$ cat src/rtl/render_pkg.sv
//------------------------------------------------------------------------------
// Module   : render_pkg
// Desc     : Shared types and constants for the rectangle-renderer chain:
//            token width, shape register IDs, command record, scan states.
// Revision : 1.0 - initial release
//------------------------------------------------------------------------------
`default_nettype none

package render_pkg;

  localparam int TOKEN_W = 12;
  localparam int CMD_W   = 3 * TOKEN_W;

  // Shape register IDs carried in y_out of a programming token
  localparam logic [TOKEN_W-1:0] REG_X     = 12'd0;
  localparam logic [TOKEN_W-1:0] REG_Y     = 12'd1;
  localparam logic [TOKEN_W-1:0] REG_W     = 12'd2;
  localparam logic [TOKEN_W-1:0] REG_H     = 12'd3;
  localparam logic [TOKEN_W-1:0] REG_COLOR = 12'd4;

  // Host command as stored in the FIFO; shape occupies the top bits
  typedef struct packed {
    logic [TOKEN_W-1:0] shape;
    logic [TOKEN_W-1:0] reg_id;
    logic [TOKEN_W-1:0] data;
  } cmd_t;

  typedef enum logic [1:0] {
    SCAN_ACTIVE = 2'd0,
    SCAN_HBLANK = 2'd1,
    SCAN_VBLANK = 2'd2
  } scan_e;

endpackage

`default_nettype wire

$ cat src/rtl/cmd_fifo.sv
//------------------------------------------------------------------------------
// Module   : cmd_fifo
// Desc     : Synchronous command FIFO. Storage and occupancy are registered;
//            the head entry is presented from the storage array so the
//            consumer can register it in the same cycle it pops. Ready is a
//            registered not-full flag that is low throughout reset.
// Revision : 1.0 - initial release
//------------------------------------------------------------------------------
`default_nettype none

module cmd_fifo #(
  parameter  int WIDTH = 36,
  parameter  int DEPTH = 16,
  localparam int AW    = $clog2(DEPTH),
  localparam int LW    = AW + 1
) (
  input  logic             clk,
  input  logic             rst_n,
  input  logic             i_push,
  input  logic [WIDTH-1:0] i_wdata,
  input  logic             i_pop,
  output logic [WIDTH-1:0] o_rdata,
  output logic             o_empty,
  output logic             o_ready,
  output logic [LW-1:0]    o_level
);

  localparam logic [LW-1:0] c_FULL = LW'(DEPTH);

  logic [WIDTH-1:0] r_mem [DEPTH];
  logic [AW-1:0]    r_wr_ptr;
  logic [AW-1:0]    r_rd_ptr;
  logic [LW-1:0]    r_level;
  logic             r_ready;

  logic             w_push;
  logic             w_pop;
  logic [LW-1:0]    w_level_nxt;

  // Qualify requests: push only when ready, pop only when occupied
  always_comb begin
    w_push      = i_push && r_ready;
    w_pop       = i_pop && (r_level != '0);
    w_level_nxt = r_level + LW'(w_push) - LW'(w_pop);
  end

  // Payload storage; occupancy gates every read so it needs no reset
  always_ff @(posedge clk) begin
    if (rst_n && w_push) begin
      r_mem[r_wr_ptr] <= i_wdata;
    end
  end

  // Pointers, occupancy and the registered not-full flag
  always_ff @(posedge clk) begin
    if (!rst_n) begin
      r_wr_ptr <= '0;
      r_rd_ptr <= '0;
      r_level  <= '0;
      r_ready  <= 1'b0;
    end else begin
      if (w_push) r_wr_ptr <= r_wr_ptr + AW'(1);
      if (w_pop)  r_rd_ptr <= r_rd_ptr + AW'(1);
      r_level <= w_level_nxt;
      r_ready <= (w_level_nxt != c_FULL);
    end
  end

  assign o_rdata = r_mem[r_rd_ptr];
  assign o_empty = (r_level == '0);
  assign o_ready = r_ready;
  assign o_level = r_level;

endmodule

`default_nettype wire

$ cat src/rtl/render_stream_source.sv
//------------------------------------------------------------------------------
// Module   : render_stream_source
// Desc     : Head of the rectangle-renderer chain. Emits one raster token per
//            cycle (x, y, background colour) and, during blanking, replaces
//            blanking slots with programming tokens drawn from the host
//            command FIFO.
//            Build option RSS_HBLANK_INJECT_EN: also inject during horizontal
//            blanking (lower latency, shapes may change mid-frame).
// Revision : 1.0 - initial release
//------------------------------------------------------------------------------
`default_nettype none

module render_stream_source
  import render_pkg::*;
#(
  parameter  int                 H_ACTIVE   = 640,
  parameter  int                 H_BLANK    = 160,
  parameter  int                 V_ACTIVE   = 480,
  parameter  int                 V_BLANK    = 45,
  parameter  int                 FIFO_DEPTH = 16,
  parameter  logic [TOKEN_W-1:0] BG_COLOR   = 12'h000,
  localparam int                 LW         = $clog2(FIFO_DEPTH) + 1
) (
  input  logic               clk,
  input  logic               rst_n,
  input  logic               cmd_valid,
  output logic               cmd_ready,
  input  logic [TOKEN_W-1:0] cmd_shape,
  input  logic [TOKEN_W-1:0] cmd_reg,
  input  logic [TOKEN_W-1:0] cmd_data,
  output logic               program_out,
  output logic [TOKEN_W-1:0] x_out,
  output logic [TOKEN_W-1:0] y_out,
  output logic [TOKEN_W-1:0] data_out,
  output logic               frame_start,
  output logic [LW-1:0]      fifo_level
);

  localparam logic [TOKEN_W-1:0] c_H_ACTIVE = TOKEN_W'(H_ACTIVE);
  localparam logic [TOKEN_W-1:0] c_H_LAST   = TOKEN_W'(H_ACTIVE + H_BLANK - 1);
  localparam logic [TOKEN_W-1:0] c_V_ACTIVE = TOKEN_W'(V_ACTIVE);
  localparam logic [TOKEN_W-1:0] c_V_LAST   = TOKEN_W'(V_ACTIVE + V_BLANK - 1);

  logic [TOKEN_W-1:0] r_hcount;
  logic [TOKEN_W-1:0] r_vcount;
  scan_e              r_scan;

  logic [TOKEN_W-1:0] w_hcount_nxt;
  logic [TOKEN_W-1:0] w_vcount_nxt;
  scan_e              w_scan_nxt;
  logic               w_window;
  logic               w_pop;
  logic               w_empty;
  logic [CMD_W-1:0]   w_rdata;
  cmd_t               w_head;
  cmd_t               w_wcmd;

  // Raster position and scan state register; free-running, never stalls
  always_ff @(posedge clk) begin
    if (!rst_n) begin
      r_hcount <= '0;
      r_vcount <= '0;
      r_scan   <= SCAN_ACTIVE;
    end else begin
      r_hcount <= w_hcount_nxt;
      r_vcount <= w_vcount_nxt;
      r_scan   <= w_scan_nxt;
    end
  end

  // Next raster position and the scan state it falls into
  always_comb begin
    w_hcount_nxt = r_hcount + 12'd1;
    w_vcount_nxt = r_vcount;
    w_scan_nxt   = SCAN_ACTIVE;
    if (r_hcount == c_H_LAST) begin
      w_hcount_nxt = '0;
      w_vcount_nxt = (r_vcount == c_V_LAST) ? '0 : r_vcount + 12'd1;
    end
    if (w_vcount_nxt >= c_V_ACTIVE) begin
      w_scan_nxt = SCAN_VBLANK;
    end else if (w_hcount_nxt >= c_H_ACTIVE) begin
      w_scan_nxt = SCAN_HBLANK;
    end
  end

  // Injection window: slots that may be replaced by a programming token
  always_comb begin
`ifdef RSS_HBLANK_INJECT_EN
    w_window = (r_scan != SCAN_ACTIVE);
`else
    w_window = (r_scan == SCAN_VBLANK);
`endif
    w_pop = w_window && !w_empty;
  end

  assign w_wcmd = '{shape: cmd_shape, reg_id: cmd_reg, data: cmd_data};
  assign w_head = cmd_t'(w_rdata);

  cmd_fifo #(
    .WIDTH (CMD_W),
    .DEPTH (FIFO_DEPTH)
  ) u_cmd_fifo (
    .clk     (clk),
    .rst_n   (rst_n),
    .i_push  (cmd_valid),
    .i_wdata (w_wcmd),
    .i_pop   (w_pop),
    .o_rdata (w_rdata),
    .o_empty (w_empty),
    .o_ready (cmd_ready),
    .o_level (fifo_level)
  );

  // Output token register: programming token when popping, else pixel token
  always_ff @(posedge clk) begin
    if (!rst_n) begin
      program_out <= 1'b0;
      x_out       <= '0;
      y_out       <= '0;
      data_out    <= '0;
      frame_start <= 1'b0;
    end else begin
      frame_start <= (r_hcount == '0) && (r_vcount == '0);
      if (w_pop) begin
        program_out <= 1'b1;
        x_out       <= w_head.shape;
        y_out       <= w_head.reg_id;
        data_out    <= w_head.data;
      end else begin
        program_out <= 1'b0;
        x_out       <= r_hcount;
        y_out       <= r_vcount;
        data_out    <= BG_COLOR;
      end
    end
  end

endmodule

`default_nettype wire

$ cat config.mk
export PLATFORM = sky130hd
export DESIGN_NAME = render_stream_source
export DESIGN_NICKNAME = d
export VERILOG_FILES = /design/src/rtl/render_pkg.sv /design/src/rtl/cmd_fifo.sv /design/src/rtl/render_stream_source.sv
export SDC_FILE = /design/constraint.sdc
export NUM_CORES = 1
export LEC_CHECK = 0
export CAP_MARGIN = 20
export CORE_MARGIN = 2
export CORE_UTILIZATION = 61
export DETAILED_ROUTE_END_ITERATION = 16
export GPL_TIMING_DRIVEN = 0
export PLACE_DENSITY = 0.77
export SYNTH_ARGS = -nofsm -noshare
export SYNTH_HDL_FRONTEND = slang
export SYNTH_SLANG_ARGS = --single-unit
$ cat constraint.sdc
create_clock -name clk -period 6.05 [get_ports clk]
set_input_delay 1.21 -clock clk [delete_from_list [all_inputs] [get_ports clk]]
set_output_delay 1.21 -clock clk [all_outputs]
set_load 0.01 [all_outputs]
run_1/m3.png
(2 px per µm)
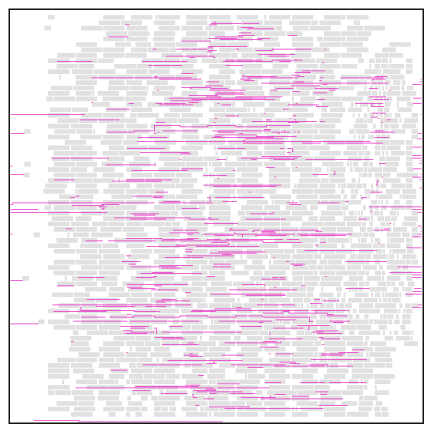
The layer carries 5480 µm of wire. The layer holds 9.3% of the routed length.

run_1/clock_nets.png
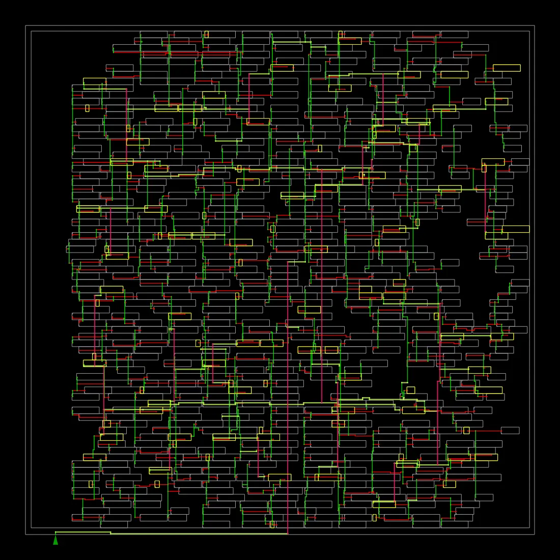
P_clk: 3710 µW
clock sink total: 658
clkbuf count: 84
worst skew pair latency: 0.62 ns
registers: 658

run_1/closeup.png
Window x 130 to 180, y 130 to 180 µm. Cells in gray, sequential cells in the stronger gray; small squares are vias.
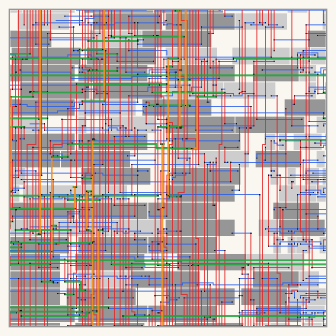
M2: in red. M1: in blue. M4: in orange. M3: in green.
Most frequent: edfxtp_1 (41), mux4_2 (13), dfxtp_1 (8). Sequential cells in the window: 49. 92 logic cells have their middle in the window. Netlist names of flops here include u_cmd_fifo.r_mem (41), r_vcount (5), r_hcount (3).

==> results.txt, run 1 <==
Power Combinational = 357 µW
Synth Warn # = 0
endpoints failing setup = 0
Layout fillers = 2256
Max Cap Viol = 0
met1 WL = 22200 µm
RSZ-0062 raised after global routing = no
Seq area share = 65.0%
logic share of the area = 19.9%
Die Width = 206 µm
Adder-Cell Fraction of Synth Area = 0.832%
commonest cells in the netlist = edfxtp_1, mux4_2, dfxtp_1
DRT iter0 DRCs = 1636
comb. cell area = 0.00581 mm²
Non-clk bufs = 187
Sequential Power Share = 55.2%
Critical Path Most Common Cell = ha_1
drt wl/cell = 30.8 µm
Vias/cell = 6.67
Top non-seq family = multiplexers
H-tree Lvls = 2
most numerous logic cells after layout = edfxtp_1, mux4_2, dfxtp_1, clkdlybuf4s50_1, clkbuf_16
Clk pwr share = 40.8%
Synth cell types = 45
Worst Setup End Kind = register
1st-pass router iterations = 5
critical path arrival = 4.34 ns
first-pass GRT wire length = 85900 µm
Finished Layout Cells = 1921
tool warning count = 32
antenna cells = 0
met3 GRT Util = 6.10%
fraction of layout cells with a size suffix above 1 = 23.6%
dominant cell by count in the synthesized netlist = edfxtp_1
Top power group = registers
grt peak-use layer = met2
status = finished, final reports clean
mi-comb count = 416
slowest CP cell = clkbuf_1
Compound-Gate Fraction of Synth Area = 1.49%
ys cells = 1156
GR Util met2 = 48.1%
Max VDD drop = 204 µV
largest net degree at the start of global routing = 23
Area-dominant class = sequential cells
Setup TNS = 0 ns
post-synth top area cell = edfxtp_1
post-layout period usage = 63.4%
die area = 0.0426 mm²
Routed Antenna Nets = 0
number of enable flip-flop cells = 576
post-DP HPWL = 34700 µm
Layout area overhead = 16.7%
switching part of the total = 20.2%
Slew @ Worst Pin = 1.12 ns
WL met2 = 29700 µm
final setup margin = 2.22 ns
inverter count = 18
gr ovfl total = 0
Commonest Layout Cell = edfxtp_1
port buffer count = 82
FMAX = 261 MHz
drt total wl = 59200 µm
Hold WS = 0.528 ns
dpl ws = 1.64 ns
Synth top area share = 69.3%
Core Util at FP = 61.4%
internal power = 7250 µW
Commonest flop = edfxtp_1
number of global-route vias before repair = 12973
# IOs = 83
Tot GR Track Use = 28.9%
## run 1: registers in the layout, summed over array words and instances (netlist names), named ones only
name	count
r_hcount	12
data_out	12
r_vcount	12
u_cmd_fifo.r_rd_ptr	4
r_scan	2
frame_start	1
u_cmd_fifo.r_mem	576
u_cmd_fifo.o_ready	1
u_cmd_fifo.r_wr_ptr	4
y_out	12
program_out	1
x_out	12
u_cmd_fifo.o_level	5
## run 1: final timing paths
kind | startpoint | endpoint | slack [ns] | depth (start not counted)
min | r_hcount[0] | r_hcount[0] | 0.53 | 1
max | u_cmd_fifo.o_level[2] | u_cmd_fifo.o_ready | 2.22 | 12
min reg2reg | r_hcount[0] | r_hcount[0] | 0.53 | 1
max reg2reg | u_cmd_fifo.o_level[2] | u_cmd_fifo.o_ready | 2.22 | 12
==> run 2, diff against run 1 <==
CORE_UTILIZATION = 55   (was 61)
PLACE_DENSITY = 0.74   (was 0.77)
clock period = 3.31 ns   (was 6.05 ns; I/O delays follow)
run_2/clock_nets.png
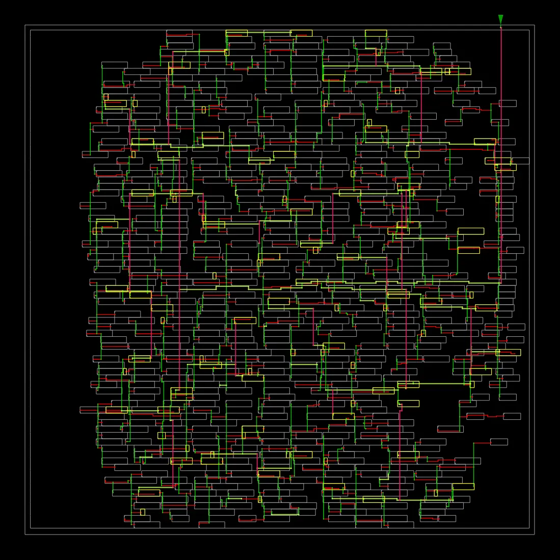
clock skew: 0.0197 ns
Num CTS Buffers: 60
clkbuf count: 77
P_clk: 6460 µW

==> run 2 against run 1 <==
- cell area up 0.20%
- area after synthesis stayed put
- cell count is 3.0% higher
- via count down 2.3%
- combinational power grew 87%
- routed wire length fell by 3.1%
- first-iteration DRC count fell by 4.4%
- sequential cell count stayed put
- die size increased by 11%
- utilization decreased by 6.9 points
- global-route usage shrank 3.9 points
- synthesized cell count stayed put
==> results.txt, run 2 <==
Layout area overhead = 16.9%
dominant cell by count in the synthesized netlist = edfxtp_1
floorplan row count = 78
met1 WL = 22100 µm
Clock Network Area Fraction = 6.22%
first-pass GRT wire length = 84500 µm
Core Util at FP = 55.4%
minimum setup slack among reg-to-reg paths = 0.11 ns
Sequential Power Share = 56.3%
NumNets Final = 1386
xor/xnor share = 1.05%
Fin. Hold Viols = 0
most numerous logic cells after layout = edfxtp_1, mux4_2, dfxtp_1, clkdlybuf4s50_1, clkbuf_16
Slew @ Worst Pin = 1.13 ns
AND/OR/NAND/NOR Cells, Area Fraction = 3.09%
# IOs = 83
Adder-Cell Fraction of Synth Area = 0.832%
drt total wl = 57400 µm
internal power = 13000 µW
clock sink total = 658
die area = 0.0471 mm²
Synth cell types = 45
Commonest flop = edfxtp_1
Power Dens Cells = 559 mW/mm²
CTS Hold Bufs = 0
RSZ-0062 raised after global routing = no
Finished Layout Cells = 1978
CP required = 3.81 ns
Max Cap Viol = 0
total net switching power = 3320 µW
Synth flops = 658
post-synth top area cell = edfxtp_1
core region area = 0.0451 mm²
antenna cells = 0
Tap Cells = 600
Top power group = registers
mapped cell area = 0.0250 mm²
fraction of layout cells with a size suffix above 1 = 23.8%
port buffer count = 82
Synth top area share = 69.3%
final setup margin = 0.108 ns
Max Root-Sink Buffers = 3
dpl ws = -0.393 ns
largest net degree at the start of global routing = 24
comb. cell area = 0.00584 mm²
Layout fillers = 2892
critical path arrival = 3.70 ns
Buf/Inv on CP = 3
mi-comb count = 416
GR Util met2 = 42.3%
Synth Warn # = 0
Crit Path Max Fanout = 10
Period minus WS final = 3.20 ns
gr ovfl total = 0
status = finished, final reports clean
logic share of the area = 20.0%
GR Layer Usage met1 = 34.1%
ys cells = 1156
top cells, area = edfxtp_1, mux4_2, dfxtp_1
max reg flops = 576
met3 GRT Util = 4.39%
final max-slew violation count = 0
Worst Setup Start Kind = register
highest metal used = met5
Clk pwr share = 39.6%
endpoints failing setup = 0
slowest CP cell = clkdlybuf4s15_2
WL met3 = 4760 µm
Yosys chip area = 0.0250 mm²
buffering overhead = 6.06%
Compound-Gate Fraction of Synth Area = 1.49%
grt peak-use layer = met2
WL met2 = 29400 µm
Relative slew margins = 24.5%
clk slew on worst S/H paths = 0.07 ns
Die Width = 217 µm
CP Class = reg -> reg
drt wl/cell = 29.0 µm
H-tree Lvls = 2
Max VDD drop = 475 µV
tool warning count = 32
initial antenna violation count = 2
Area-dominant class = sequential cells
seq pwr = 9170 µW
registers = 658
number of global-route vias before repair = 12780
worst skew pair latency = 0.62 ns
Worst Setup End Kind = register
Routed Antenna Nets = 0
register area = 0.0189 mm²
1st-pass router iterations = 6
Power Combinational = 667 µW
Root Buffer = clkbuf_16
Tot GR Track Use = 25.0%
drc violations = 0
Top non-seq family = multiplexers
DRT iter0 DRCs = 1564
post-DP HPWL = 35100 µm
Vias/cell = 6.33
commonest cells in the netlist = edfxtp_1, mux4_2, dfxtp_1
CP Cell Sequence = clkbuf_1, buf_2, clkdlybuf4s15_2, mux4_2, mux4_2, a22o_1
RD Place Congestion = 0.892
Critical Path Most Common Cell = mux4_2
post-layout period usage = 96.7%
Biggest register = u_cmd_fifo.r_mem
# Post-CTS Setup Buffers = 1
Non-clk bufs = 177
number of enable flip-flop cells = 576
Seq area share = 64.9%
Pleak = 0.00900 µW
Seq share, synth = 75.9%
CP peak stage delay = 0.59 ns
# placed instances = 1865
Multiplexer share = 16.4%
FMAX = 312 MHz
switching part of the total = 20.3%
Commonest Layout Cell = edfxtp_1
inverter count = 18
run_2/m4.png
(1.5 px per µm) Supply wires on this layer in gray.
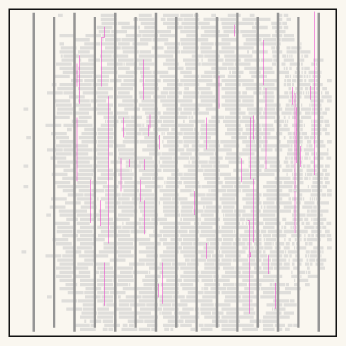
The longest straight run is 109 µm. The layer carries 1110 µm of wire. The layer holds 1.9% of the routed length. The wires run mostly vertical.

run 2: cell counts after synthesis:
Identical to the previous run, type by type.
run 2: metrics by stage:
stage	power [µW]	hold slack (ns)	area, µm²	utilization (%)	setup TNS [ns]
detailed placement	10000	0.535	27300	60.5	-88.39
global placement	9920	0.530	26600	58.9	-1514.95
floorplan	9640	0.460	25000	-	0
finish	16300	0.556	29200	64.7	0
CTS	16400	0.560	29200	64.7	0
global route	16800	0.573	29200	64.7	0
run 2: worst paths after layout:
| kind | startpoint | to | depth (start not counted) |
|---|---|---|---|
| max | register | x_out[3] | 6 |
| min | r_hcount[0] | r_hcount[0] | 1 |
| max reg2reg | register | x_out[3] | 6 |
| min reg2reg | r_hcount[0] | r_hcount[0] | 1 |
Power figures rest on the tool's default switching activity, not on a simulated workload.
